Design flag_stack_reg, sky130hd; sources not shown.
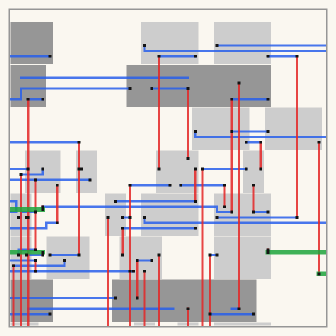
(a small window of the routed layout)
Window x 46 to 66, y 46 to 66 microns. Cells in gray, sequential cells in the stronger gray; small squares are vias.
legend:
  blue:
    layer: met1
  red:
    layer: met2
  green:
    layer: met3
cells with their middle in the window: 16
most frequent: clkdlybuf4s50_1 (6)
sequential cells in the window: 2

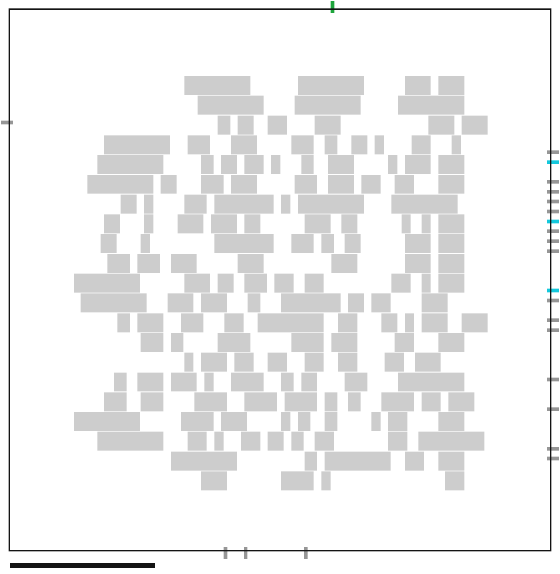
(I/O pins on the die edge)
The bar under the picture is 20 microns long. Pins as bars across the die edge, other pins in gray.
legend:
  cyan:
    port: `i_in`
    pins: 3
    direction: input
    edge: east
  green:
    port: `i_push`
    pins: 1
    direction: input
    edge: north
all pins by edge: 18 east, 3 south, 1 west, 1 north
Die W: 74.3 microns
Port Buffers: 22
die height: 74.3 microns

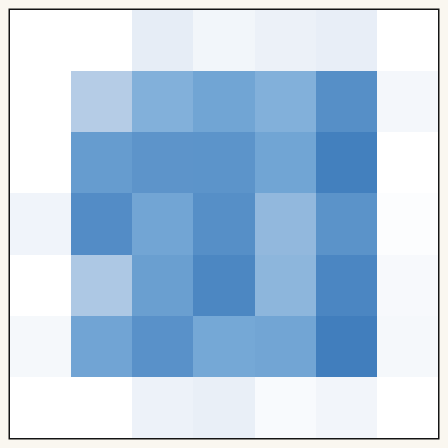
(cell area per tile)
The die is cut into 7 by 7 equal tiles; white is low, dark blue is high, 0 to 100% covered.
emptiest ninth of the die: north-west
mean over tiles: 30%
fullest tile: 68%
nearly empty tiles: 22%
densest ninth of the die: center
CORE AREA: 3310 sq um
utilization after layout: 50.9%
starting density of the core: 41.1%

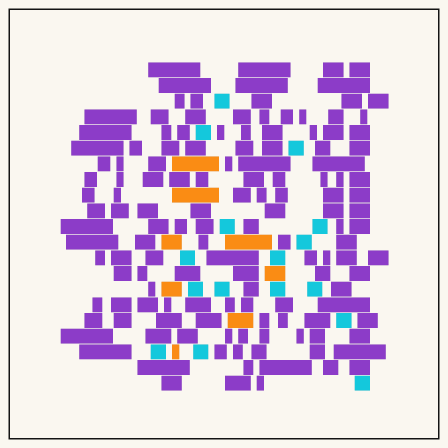
(drive-strength map)
legend:
  orange:
    size: drive 2
    cells: 8
    share: 5.0%
  cyan:
    size: drive 3 to 4
    cells: 16
    share: 9.9%
  purple:
    size: drive 1 or less
    cells: 137
    share: 85%
layout buffer count excluding clock buffers: 34
worst-case setup margin in the final layout: 0.173 ns
final design area excluding fillers: 1690 sq um
area overhead of the layout relative to synthesis: 23.9%

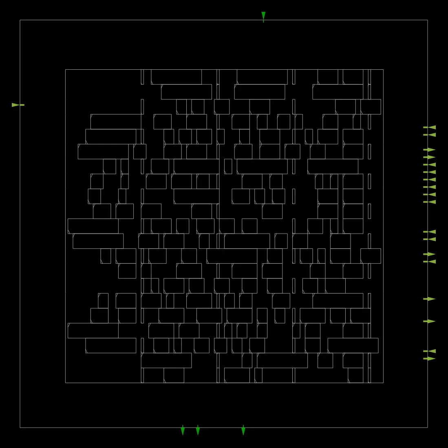
(placement view)
flip-flop and latch count: 19
Post-Layout Cell Count: 207
Fillers: 392
number of tap cells inserted: 46

==> ds_physical_params.txt <==
Physical design parameters

Parameter                              Value

Setup path
  Depth of the worst register-to-register path .................. 8
  Worst reg-to-reg setup slack .................. 0.66 ns
  Critical Path Most Common Cell .................. sky130_fd_sc_hd__ha_1
  Setup crit start kind .................. flip-flop
  Critical Path Fanout Max .................. 5
  Series of cell instances along the critical path .................. inv_2 -> ha_1 -> ha_1 -> clkdlybuf4s50_1

Clock network
  Post-CTS Setup Repair Bufs .................. 0
  Deepest clock path buffer count .................. 2
  Total clock buffers created by CTS .................. 3
  CTS root buf .................. sky130_fd_sc_hd__clkbuf_4
  Clock transition at path regs .................. around 0.12 ns
  Later-pin clock latency in the skew report .................. slightly above 0.3 ns
  Post-cts hold buffer count .................. 0

Finish
  Ratio of cells with drive above 1 in the final layout .................. 14.9%
  Most common cell after layout, fill and taps aside .................. sky130_fd_sc_hd__clkdlybuf4s50_1

Run status
  Outcome .................. finished, final reports clean

Synth
  Average cell area after synthesis .................. 10.1 sq um
  Syn Nets .................. roughly 160
  Post-Syn Instances .................. ~130
  Number of cell instances after yosys synthesis .................. 134
  Netlist area before placement .................. 1360 sq um
  Unique cell type count in the Yosys netlist .................. 34

Job
  OpenROAD warning count .................. 31
  Number of maximum-capacitance violations .................. 0

Worst hold path
  Kind of path behind the tightest hold check .................. reg -> reg

GRT
  Total congestion overflow after global routing .................. 0

STA
  Sum Neg Setup Slack .................. 0 ns
  Minimum hold slack .................. 0.356 ns
  Relative slew slack .................. 67.5%
  Timing-limited maximum frequency .................. 0.390 GHz

Floorplanning
  Boundary Pins .................. 23
  Die outline area .................. 5520 sq um

Route
  Via-to-Cell Ratio .................. 6.18
  DRC violation total after the first TritonRoute iteration .................. between 100 and 150
  WL per Instance .................. 19.9 microns

Power
  Largest voltage drop on the vdd net .................. 0.524 mV
  Final Power .................. 0.00184 W

Placed design
  Area post-placement .................. 1650 sq um
## area by class of cell
class / instances / area [sq um] / area share [%]
repair buffers: 34 / 313 / 18.6
inverters: 5 / 18.8 / 1.11
flip-flops and latches: 19 / 475 / 28.2
clock buffers: 4 / 30.0 / 1.78
multi-input cells: 99 / 791 / 46.9
well taps: 46 / 57.6 / 3.41
## where the power goes
part | internal (W) | leakage, nW | total (W) | switching, W
Sequential | 0.000415 | 0.228 | 0.000569 | 0.000154
Combinational | 0.000564 | 0.478 | 0.00111 | 0.000548
Clock | 0.0000668 | 0.0184 | 0.000161 | 0.0000943
## kinds of logic (layout without fill, tap and decap cells)
kind of cell / Yosys count / in the layout / share of synthesized area [%]
AOI/OAI and AO/OA: 36 / 36 / 22.1
adders and majority gates: 7 / 7 / 6.44
buffers and inverters: 16 / 43 / 6.90
DFF: 19 / 19 / 35.0
muxes: 7 / 7 / 7.91
and+or+nand+nor: 49 / 49 / 21.7
## metal layers
metal	GRT usage, %	vias to the layer above	part of all wire (%)
met5	0	-	0
met1	20.3	630	44
met2	26.9	53	46
met4	5.00	0	1.4
li1	-	589	-
met3	3.77	7	8.1
## Yosys cell counts, drive strengths merged
cell type and count:
a222oi 6, nor3 1, and4b 5, inv 5, o31ai 5, nor4 1, nor4b 1, nand3b 1
a31oi 1, mux4 3, nand3 12, a21oi 2, a211oi 2, nand2b 1, o21ai 1, mux2i 4
nor4bb 3, nor2b 8, a21bo 3, o211ai 1, o311ai 9, nor3b 1, o22ai 3, clkbuf 1
nand4b 1, ha 7, and3 1, a221oi 3, nand2 13, dfrtp 19, buf 10
## critical path, delay by kind of cell, from the launching register on
family	cells	cell delay [ns]
buffers and inverters	2	0.64
DFF	1	0.41
adders and majority gates	2	0.33
Power and IR drop assume default switching activity.
